Run 1, met1 routing:
Scale bar: 50 um.
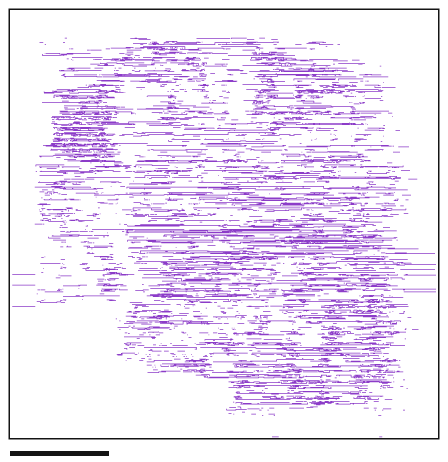
Run 1, metal 2:
Scale bar: 50 um. Cells faint in the background.
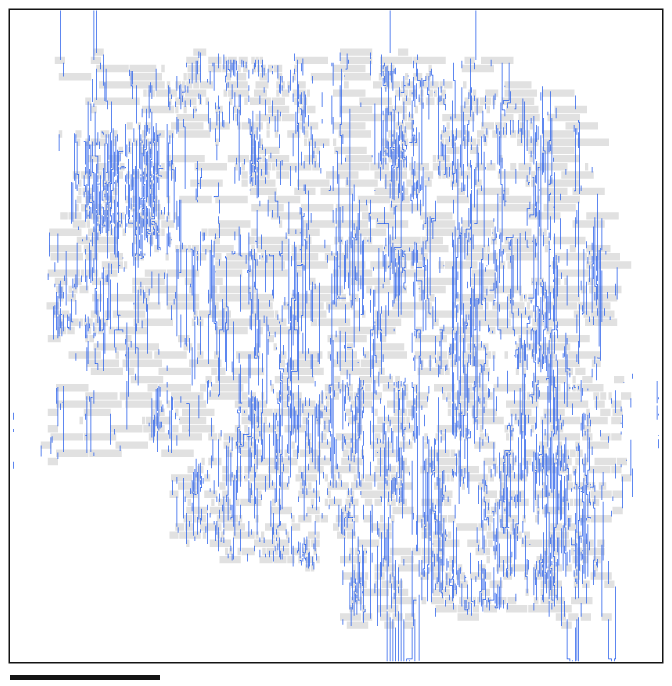
Run 1, the metal 3 layer:
Scale bar: 50 um. Cells faint in the background.
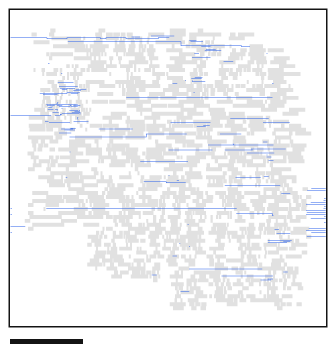
## src/rtl/jt6295_pkg.sv

```systemverilog
// jt6295_pkg: shared OKI ADPCM step, index-delta and gain tables
package jt6295_pkg;
  localparam int PRED_MAX = 2047;
  localparam int PRED_MIN = -2048;
  localparam int STEP_TAB [49] = '{
    16, 17, 19, 21, 23, 25, 28, 31, 34, 37, 41, 45, 50, 55, 60, 66, 73, 80, 88, 97,
    107, 118, 130, 143, 157, 173, 190, 209, 230, 253, 279, 307, 337, 371, 408, 449,
    494, 544, 598, 658, 724, 796, 876, 963, 1060, 1166, 1282, 1411, 1552};
  localparam int IDX_DELTA [8] = '{-1, -1, -1, -1, 2, 4, 6, 8};
  localparam int GAIN_TAB [16] = '{32, 22, 16, 11, 8, 6, 4, 3, 2, 0, 0, 0, 0, 0, 0, 0};
  function automatic logic [10:0] step_of(input logic [5:0] i);
    return 11'(STEP_TAB[i]);
  endfunction
endpackage

```

## src/rtl/jt6295_adpcm_step.sv

```systemverilog
// jt6295_adpcm_step: combinational ADPCM difference and clamped next step index
module jt6295_adpcm_step import jt6295_pkg::*; (
  input  logic [10:0] s,
  input  logic [3:0]  nibble,
  input  logic [5:0]  i,
  output logic [11:0] diff,
  output logic [5:0]  idx
);
  logic signed [7:0] ni;
  always_comb begin
    diff = 12'(s >> 3) + (nibble[0] ? 12'(s >> 2) : 12'd0)
         + (nibble[1] ? 12'(s >> 1) : 12'd0) + (nibble[2] ? 12'(s) : 12'd0);
    ni = $signed({2'b0, i}) + $signed(8'(IDX_DELTA[nibble[2:0]]));
    idx = ni[7] ? 6'd0 : ni > 8'sd48 ? 6'd48 : ni[5:0];
  end
endmodule

```

## src/rtl/jt6295_adpcm_mc.sv

```systemverilog
// jt6295_adpcm_mc: time-multiplexed OKI ADPCM decoder and mixer; JT6295_IDLE_DECAY_EN enables key-off decay
module jt6295_adpcm_mc import jt6295_pkg::*; #(
  parameter int CHANNELS = 4,
  parameter int MIXW = 14
)(
  input  logic clk,
  input  logic rst,
  input  logic cen,
  output logic [$clog2(CHANNELS)-1:0] slot,
  input  logic en,
  input  logic start,
  input  logic [3:0] att,
  input  logic [3:0] data,
  output logic signed [11:0] snd,
  output logic [$clog2(CHANNELS)-1:0] snd_ch,
  output logic snd_valid,
  output logic signed [MIXW-1:0] mix,
  output logic mix_valid
);
  localparam int CW = $clog2(CHANNELS);
  localparam int AW = 12 + CW + 1;
  localparam int MMAX = 2**(MIXW-1) - 1;
  localparam int MMIN = -(2**(MIXW-1));
  localparam logic [CW-1:0] LAST = CW'(CHANNELS-1);
  logic signed [11:0] pred [CHANNELS];
  logic [5:0] index [CHANNELS];
  logic v1, v2, v3, v4, en1, en2, sg2, sv, mv, fwd;
  logic [CW-1:0] c1, c2, c3, c4;
  logic signed [11:0] p1, p2, p3, p4, p_rd, p_next, p_idle, snd_next;
  logic [5:0] i1, i2, i3, i4, i_rd, i_new, g4;
  logic [10:0] s1;
  logic [3:0] d1, a1, a2, a3;
  logic [11:0] diff, diff2;
  logic signed [13:0] sum;
  logic signed [18:0] prod;
  logic signed [AW-1:0] acc, acc_sum;
  logic signed [MIXW-1:0] mix_sat;

  jt6295_adpcm_step u_step (.s(s1), .nibble(d1), .i(i1), .diff(diff), .idx(i_new));

  // the channel being written this tick is read back write-first
  always_comb begin
    fwd = v4 && c4 == slot;
    p_rd = fwd ? p4 : pred[slot];
    i_rd = fwd ? i4 : index[slot];
    sum = sg2 ? 14'(p2) - 14'(diff2) : 14'(p2) + 14'(diff2);
    p_next = int'(sum) > PRED_MAX ? 12'(PRED_MAX) : int'(sum) < PRED_MIN ? 12'(PRED_MIN) : sum[11:0];
`ifdef JT6295_IDLE_DECAY_EN
    p_idle = (p2 > -12'sd16 && p2 < 12'sd16) ? 12'sd0 : p2 - (p2 >>> 4);
`else
    p_idle = 12'sd0;
`endif
    prod = 19'(p4) * 19'(g4);
    snd_next = 12'(prod >>> 5);
    acc_sum = acc + AW'(snd_next);
    mix_sat = int'(acc_sum) > MMAX ? MIXW'(MMAX) : int'(acc_sum) < MMIN ? MIXW'(MMIN) : MIXW'(acc_sum);
  end

  always_ff @(posedge clk)
    if (rst) begin
      slot <= '0;
      {v1, v2, v3, v4, sv, mv} <= '0;
      snd <= '0;
      snd_ch <= '0;
      mix <= '0;
      acc <= '0;
      for (int k = 0; k < CHANNELS; k++) begin
        pred[k] <= '0;
        index[k] <= '0;
      end
    end else if (cen) begin
      slot <= slot == LAST ? '0 : slot + 1'b1;
      v1 <= 1'b1;
      c1 <= slot;
      en1 <= en;
      p1 <= start ? '0 : p_rd;
      i1 <= start ? '0 : i_rd;
      s1 <= step_of(start ? 6'd0 : i_rd);
      d1 <= data;
      a1 <= att;
      v2 <= v1;
      c2 <= c1;
      en2 <= en1;
      p2 <= p1;
      i2 <= i_new;
      diff2 <= diff;
      sg2 <= d1[3];
      a2 <= a1;
      v3 <= v2;
      c3 <= c2;
      p3 <= en2 ? p_next : p_idle;
      i3 <= en2 ? i2 : '0;
      a3 <= a2;
      v4 <= v3;
      c4 <= c3;
      p4 <= p3;
      i4 <= i3;
      g4 <= 6'(GAIN_TAB[a3]);
      sv <= v4;
      mv <= v4 && c4 == LAST;
      if (v4) begin
        pred[c4] <= p4;
        index[c4] <= i4;
        snd <= snd_next;
        snd_ch <= c4;
        acc <= c4 == LAST ? '0 : acc_sum;
        if (c4 == LAST) mix <= mix_sat;
      end
    end

  assign snd_valid = sv & cen;
  assign mix_valid = mv & cen;
endmodule

```

## config.mk

```make
export PLATFORM = sky130hd
export DESIGN_NAME = jt6295_adpcm_mc
export DESIGN_NICKNAME = d
export VERILOG_FILES = /design/src/rtl/jt6295_pkg.sv /design/src/rtl/jt6295_adpcm_step.sv /design/src/rtl/jt6295_adpcm_mc.sv
export SDC_FILE = /design/constraint.sdc
export NUM_CORES = 1
export LEC_CHECK = 0
export ABC_CLOCK_PERIOD_IN_PS = 10980
export CORE_MARGIN = 10
export CORE_UTILIZATION = 40
export CTS_CLUSTER_SIZE = 40
export DETAILED_ROUTE_END_ITERATION = 10
export GPL_TIMING_DRIVEN = 0
export PLACE_DENSITY_LB_ADDON = 0.15
export SYNTH_ARGS = -nofsm -noshare
export SYNTH_HDL_FRONTEND = slang
export SYNTH_SLANG_ARGS = --single-unit
```

## constraint.sdc

```tcl
create_clock -name clk -period 10.98 [get_ports clk]
set_input_delay 2.196 -clock clk [delete_from_list [all_inputs] [get_ports clk]]
set_output_delay 2.196 -clock clk [all_outputs]
set_load 0.05 [all_outputs]
```

==> reports/metrics.cfg, run 1 <==
[cells_and_area]
insertedDiodeCount=0
comb_area_frac=0.440
layout.nonclk_buf_frac=0.0432
drive_gt1_frac=0.0594
largest_reg_flops=48
flop-count=253
final_area_sq_um=17600
final.fill_count=3574
seq_area_frac=0.400
fin_util=0.465
inverters=115
buffers=110

[floorplanning]
ios=45
die_h_um=217
core_area_sq_um=37900
chipArea_sq_um=46900
tap-cell-count=511

[final_timing]
whs_ns=0.403
skew_ns=0.0241
fin_tns_setup_ns=0
worstMarginPinSlew_ns=1.19
finalHoldViolCount=0
setup_viol=0
min_period_ns=8.00
rsz0062_at_grt=no

[pwr]
power_frac_comb=0.262
p_sw_mw=0.907
power_clock_mw=1.01
intPower_mw=1.99
switching_share=0.313
power.share.sequential=0.389
power_leader=sequential cells
comb_power_mw=0.760
seq_power_mw=1.13

[flow_run]
maxCapViolations=0

[place]
placed_area_sq_um=16700
place.gp.congestion=0.857
dp_hpwl_mm=26.4

[routing]
met1_length_mm=17.7
topRoutingLayerUsed=met5
wl_per_cell_um=17.5
drc_errors=0
route.met2.wl_mm=15.9

[clock_tree]
cts_setup_buffers=0
insertion_delay_ns=0.58
cts_buffers=29
h-tree-depth=1
ctsHoldBuffers=0
cts.clk_slew.worst_paths_ns=0.06
cts.sinks=253

[logic_synthesis]
top_logic_kind=simple AND/OR/NAND/NOR gates
fp_nets=1600
netlist_instances=1430
yosysWarnings=0
async_flop_share=0
ys_cells=1430
syn_area_sq_um=15500
top_area_frac=0.388
ys_seq_share=0.457
ys_area_sq_um=15500
ys_top_cells_by_count=edfxtp_1 (200), and2_1 (152), nand2_1 (148)
avgSynthCellArea_sq_um=10.8

[run_status]
status=complete, no violations

[worst_setup_path]
crit_buf_inv=7
reg2reg_depth=28
crit_family=adder cells
critPathCapture=mix[8]
arrival_ns=8.43
worstPathMaxFanout=12
path_common_cell=fa_1
rrSetupSlack_ns=2.98
worstSetupPathType=flop to flop
r2r_start=g4[2]

[global_routing]
met2_usage=0.233
busiest_layer=met2
grt_pass1_vias=10600
grt_max_degree=34

[hold_path]
min_from=c1[1]
hold_path.class=flop to flop

Notes on 'met1 routing' above:
The layer carries 17700 um of wire. 1592 nets have wire on it. The layer holds 49% of the routed length.

Notes on 'metal 2' above:
1398 nets have wire on it. The wires run mostly vertical.

Notes on 'the metal 3 layer' above:
The wires run mostly horizontal. 91 nets have wire on it. The layer carries 1660 um of wire.

## run 1: placed cells by master, fill, tap and decap left out, drive strengths merged, types with 6 or more instances in the layout
master	synthesis	layout
nand2	148	148
inv	114	116
nor3	28	28
xnor2	47	47
a21boi	7	7
edfxtp	200	200
a21o	17	17
a22oi	6	6
clkbuf	52	85
and3	13	13
dfxtp	53	53
a21oi	83	83
nor4	13	13
o22ai	8	8
clkdlybuf4s50	0	42
a22o	11	11
o21a	8	8
o31ai	7	7
and2	152	152
nand3	7	7
fa	65	65
ha	92	92
clkinv	1	12
o21ai	46	46
xor2	15	15
mux2i	7	7
mux4	18	18
a2111oi	6	6
a211oi	14	14
a31oi	11	11
nor2	94	94
nor2b	9	9
nand2b	6	6
buf	9	16
Run 1, the metal 4 layer:
Scale bar: 50 um.
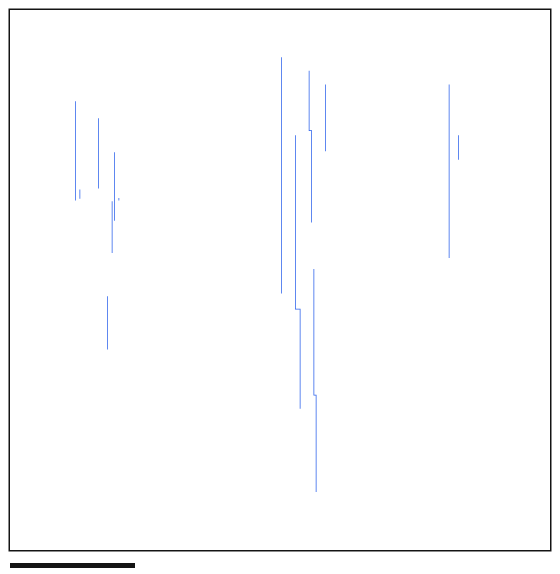

==> inputs of run 2 (changes only) <==
--- a/config.mk
+++ b/config.mk
@@ -5,7 +5,7 @@
 export SDC_FILE = /design/constraint.sdc
 export NUM_CORES = 1
 export LEC_CHECK = 0
-export ABC_CLOCK_PERIOD_IN_PS = 10980
+export ABC_CLOCK_PERIOD_IN_PS = 6500
 export CORE_MARGIN = 10
 export CORE_UTILIZATION = 40
 export CTS_CLUSTER_SIZE = 40
==> constraint.sdc (replaced) <==
create_clock -name clk -period 6.5 [get_ports clk]
set_input_delay 1.3 -clock clk [delete_from_list [all_inputs] [get_ports clk]]
set_output_delay 1.3 -clock clk [all_outputs]
set_load 0.05 [all_outputs]
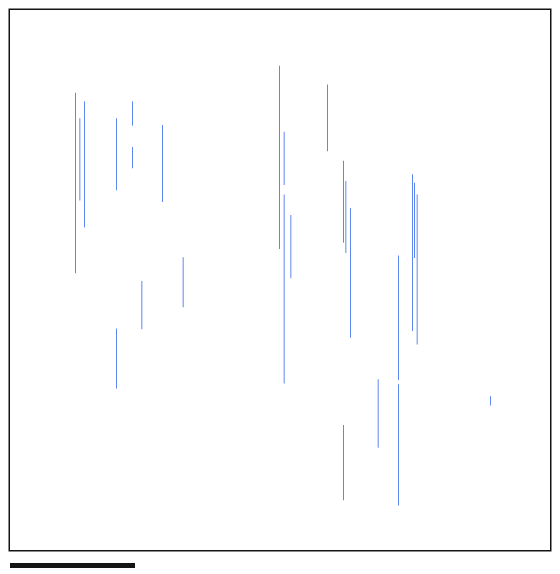
Run 2: the metal 4 layer
Scale bar: 50 um.
The layer carries 940 um of wire. The layer holds 2.5% of the routed length.
final WL: 37.8 mm
via count: 11000

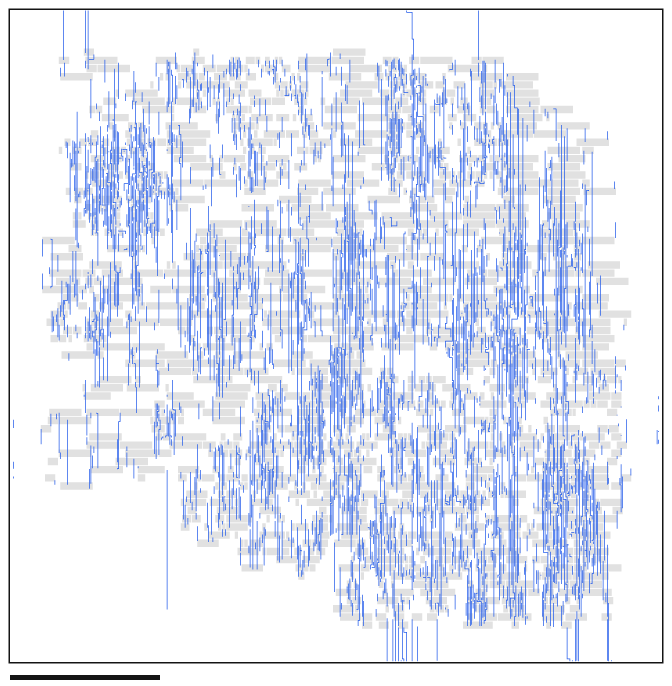
Run 2: metal 2
Scale bar: 50 um. Cells faint in the background.
GRT met2 Usage: 0.251

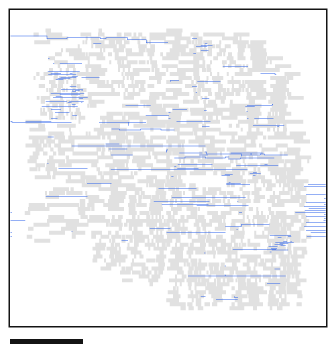
Run 2: the metal 3 layer
Scale bar: 50 um. Cells faint in the background.
The layer holds 5.3% of the routed length. 106 nets have wire on it. The longest straight run is 93.4 um.

==> reports/metrics.cfg, run 2 <==
[worst_setup_path]
worstPathMaxFanout=4
critPathCapture=mix[5]
r2r_start=p4[8]
worstSetupPathType=flop to flop
path_depth=28
crit_buf_inv=7
critPathLaunchType=flop
rrSetupSlack_ns=-0.21
endpoint_kind=flop
startpoint=p4[8]
crit_required_ns=7.00
cp_slowest_cell=fa_1
crit_family=adder cells
arrival_ns=7.21
reg2reg_depth=28

[final_timing]
rsz0062_at_grt=yes
whs_ns=0.401
min_period_ns=6.71
skew_ns=0.0278
finalHoldViolCount=0
timing.final.ws_setup_ns=-0.214
fin_tns_setup_ns=-2.21
worstMarginPinSlew_ns=1.25
setup_viol=12

[run_status]
status=complete, but fails checks
violations=setup timing

[hold_path]
whs_endpoint=en2
hold_path.class=flop to flop
min_from=en1

[cells_and_area]
layout_top_cell=edfxtp_1
largest_reg_flops=48
top_regs=pred: 48 flops, index: 24 flops, acc: 15 flops
fin_util=0.492
final_area_sq_um=18700
layout.cells.most_common_list=edfxtp_1 (200), nand2_1 (147), and2_1 (146)
drive_gt1_frac=0.135
flow.area_growth_from_synthesis_pct=20.7

[clock_tree]
ctsLongestPathBuffers=3
cts.sinks=253
cts.clk_slew.worst_paths_ns=0.06
h-tree-depth=1
insertion_delay_ns=0.57
cts_buffers=30
ctsHoldBuffers=0

[logic_synthesis]
syn_area_sq_um=15500
ys_seq_share=0.457
top_logic_kind=simple AND/OR/NAND/NOR gates
area_leaders=edfxtp_1 (39%), fa_1 (8.4%), ha_1 (7.4%), dfxtp_1 (6.9%), and2_1 (6.1%)
top_area_frac=0.388
edf_count=200
yosysWarnings=0
avgSynthCellArea_sq_um=10.8
simple_gate_area_frac=0.162
ys_top_cells_by_count=edfxtp_1 (200), and2_1 (152), nand2_1 (148)
ys_cells=1430
ys_area_sq_um=15500
fp_nets=1600
dominantRegCellSynth=edfxtp_1
async_flop_share=0
netlist_instances=1430

[place]
place.gp.congestion=0.848
placed_area_sq_um=16700
dp_hpwl_mm=26.8
pre_cts_slack_ns=-1.20

[global_routing]
busiest_layer=met2
grt_pass1_vias=11000
grt_max_degree=36
antenna_found_initial=1
grt_usage=0.160

[floorplanning]
die_h_um=217
core_area_sq_um=37900
chipArea_sq_um=46900
ios=45
die_w_um=217

[routing]
met1_length_mm=17.4
topRoutingLayerUsed=met4
drt_iter0_drc=790
route.met2.wl_mm=17.4
viasPerCell=5.24
wl_per_cell_um=18.0
drc_errors=0

[flow_run]
maxCapViolations=0

run 2: report_power, final:
part	leakage, nW	internal, mW	switching (mW)
Clock	0.510	1.11	0.689
Combinational	4.49	0.705	0.919
Sequential	2.39	1.85	0.0501
run 2: area by class of cell:
type	count	area, sq um
buffer	60	293
clock inverter	22	270
fill	3442	19300
multi-input combinational	1002	8180
timing repair buffer	104	997
antenna	1	2.50
sequential	253	7070
inverter	115	434
clock buffer	34	787
tap	511	639
run 2: what timing repair did:
action                                  in CTS  in global routing
cloned                                       1                  1
endpoints found under the hold margin        0                  0
buffers inserted                            45                  9
endpoints found under the setup margin      17                 15
pin swaps                                   51                 29
resized                                     70                 23
Run 2, met1 routing:
Scale bar: 50 um.
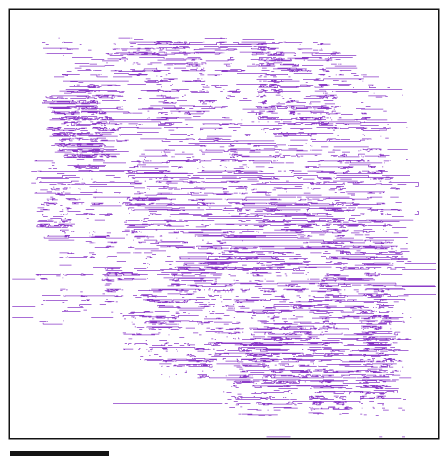

==> inputs of run 3 (changes only) <==
--- a/config.mk
+++ b/config.mk
@@ -10,8 +10,9 @@
 export CORE_UTILIZATION = 40
 export CTS_CLUSTER_SIZE = 40
 export DETAILED_ROUTE_END_ITERATION = 10
-export GPL_TIMING_DRIVEN = 0
+export GPL_TIMING_DRIVEN = 1
 export PLACE_DENSITY_LB_ADDON = 0.15
 export SYNTH_ARGS = -nofsm -noshare
 export SYNTH_HDL_FRONTEND = slang
+export SYNTH_HIERARCHICAL = 1
 export SYNTH_SLANG_ARGS = --single-unit
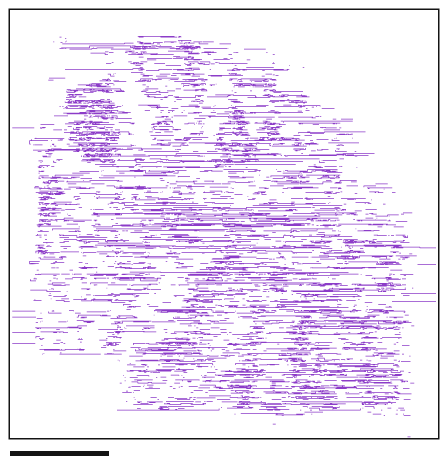
Run 3: met1 routing
Scale bar: 50 um.
The longest straight run is 94.8 um. 1577 nets have wire on it. The layer carries 16600 um of wire.

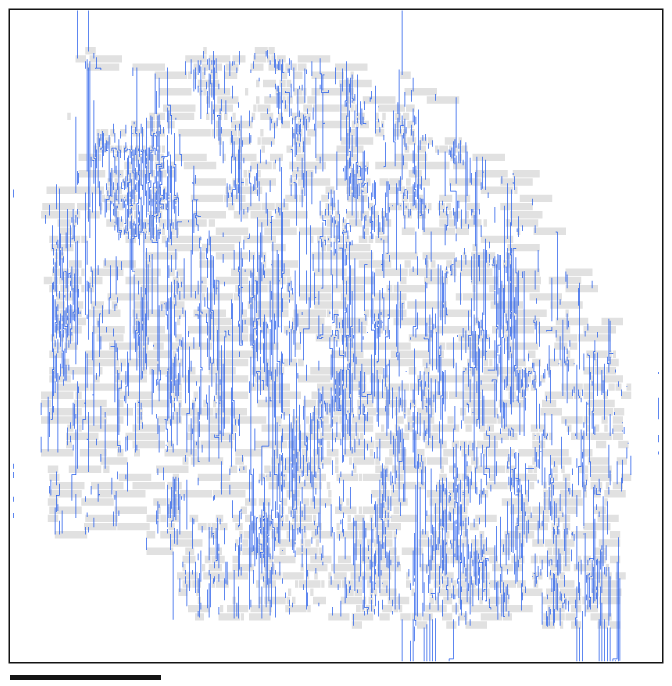
Run 3: metal 2
Scale bar: 50 um. Cells faint in the background.
The longest straight run is 89.1 um. The layer carries 16400 um of wire. The layer holds 46% of the routed length.

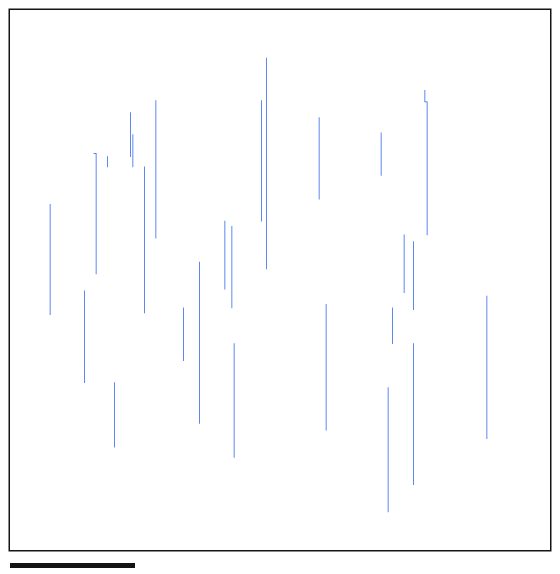
Run 3: the metal 4 layer
Scale bar: 50 um.
The longest straight run is 84.3 um. The layer carries 1010 um of wire. 14 nets have wire on it.
via count: 10500
final WL: 35.5 mm

==> reports/metrics.cfg, run 3 <==
[run_status]
status=complete, no violations

[cells_and_area]
seq_area_frac=0.388
layout.cells.most_common_list=edfxtp_1 (200), and2_1 (134), nand2_1 (130)
largest_reg_flops=48
comb_area_frac=0.447
logic_gate_count=977
final.fill_count=3501
top_regs=pred: 48 flops, index: 24 flops, acc: 15 flops
clock_buffers=39
seq_area_sq_um=7070
layout.nonclk_buf_frac=0.0559
final_area_sq_um=18200
inverters=107
clk_share=0.0520
logic_area_sq_um=8130
flop-count=253
buffers=116
drive_gt1_frac=0.154
fin_util=0.481

[routing]
wl_per_cell_um=17.6
drt_iter0_drc=639
drc_errors=0
viasPerCell=5.18

[floorplanning]
core_area_sq_um=37800
tap-cell-count=511
ios=45
chipArea_sq_um=46700
die_h_um=216

[clock_tree]
cts.clk_slew.worst_paths_ns=0.06
ctsLongestPathBuffers=3
h-tree-depth=1
cts_resized=3
insertion_delay_ns=0.57
ctsHoldBuffers=0
cts_setup_buffers=3
cts.sinks=253
cts_buffers=29

[final_timing]
setup_viol=0
skew_ns=0.0152
fin_tns_setup_ns=0
timing.final.ws_setup_ns=0.147
finalHoldViolCount=0
min_period_ns=6.35
worstMarginPinSlew_ns=1.10

[pwr]
power.share.sequential=0.370
switching_share=0.318
comb_power_mw=1.61
p_sw_mw=1.64
power_frac_comb=0.313
seq_power_mw=1.91
power_clock_mw=1.63
intPower_mw=3.51

[worst_setup_path]
r2r_start=g4[3]
crit_buf_inv=4
worstPathMaxFanout=8
rrSetupSlack_ns=0.15
endpoint_kind=flop
worstSetupPathType=flop to flop
arrival_ns=6.75
crit_family=adder cells
path_common_cell=fa_1
cp_slowest_cell=fa_1
crit_required_ns=6.90
critPathLaunchType=flop

[logic_synthesis]
ys_cells=1391
edf_count=200
ys_top_cells_by_count=edfxtp_1 (200), and2_1 (144), nand2_1 (133)
ys_seq_share=0.459
top_area_frac=0.390
syn_area_sq_um=15400
yosysWarnings=6
ys_sh_adder=0.161
async_flop_share=0
ys_area_sq_um=15400
fp_nets=1561
top_logic_kind=adder cells
simple_gate_area_frac=0.158
dominantRegCellSynth=edfxtp_1
avgSynthCellArea_sq_um=11.1
area_leaders=edfxtp_1 (39%), fa_1 (8.5%), ha_1 (7.5%), dfxtp_1 (6.9%), and2_1 (5.9%)

[flow_run]
maxCapViolations=0

[place]
place.gp.congestion=0.849
pre_cts_slack_ns=-0.0400
placed_area_sq_um=16600

[hold_path]
hold_path.class=flop to flop
whs_endpoint=p4[10]

[global_routing]
grt_max_degree=129
grt_pass1_vias=10300

-- run 3: metal layers --
| metal | track usage | share of wire |
|---|---|---|
| met4 | 0.0401 | 0.029 |
| met2 | 0.236 | 0.46 |
| met5 | 0 | 0 |
| met3 | 0.0234 | 0.042 |
| met1 | 0.203 | 0.47 |
-- run 3: worst max-delay path by stage --
stage | start | end | depth (start not counted)
after floorplan | g4[3] | mix[10] | 28
after global placement | p4[4] | mix[3] | 27
after detailed placement | g4[2] | mix[6] | 26
after CTS | g4[3] | mix[6] | 26
after global routing | p4[4] | mix[12] | 27
final | g4[3] | mix[6] | 25
Power and IR drop assume default switching activity.
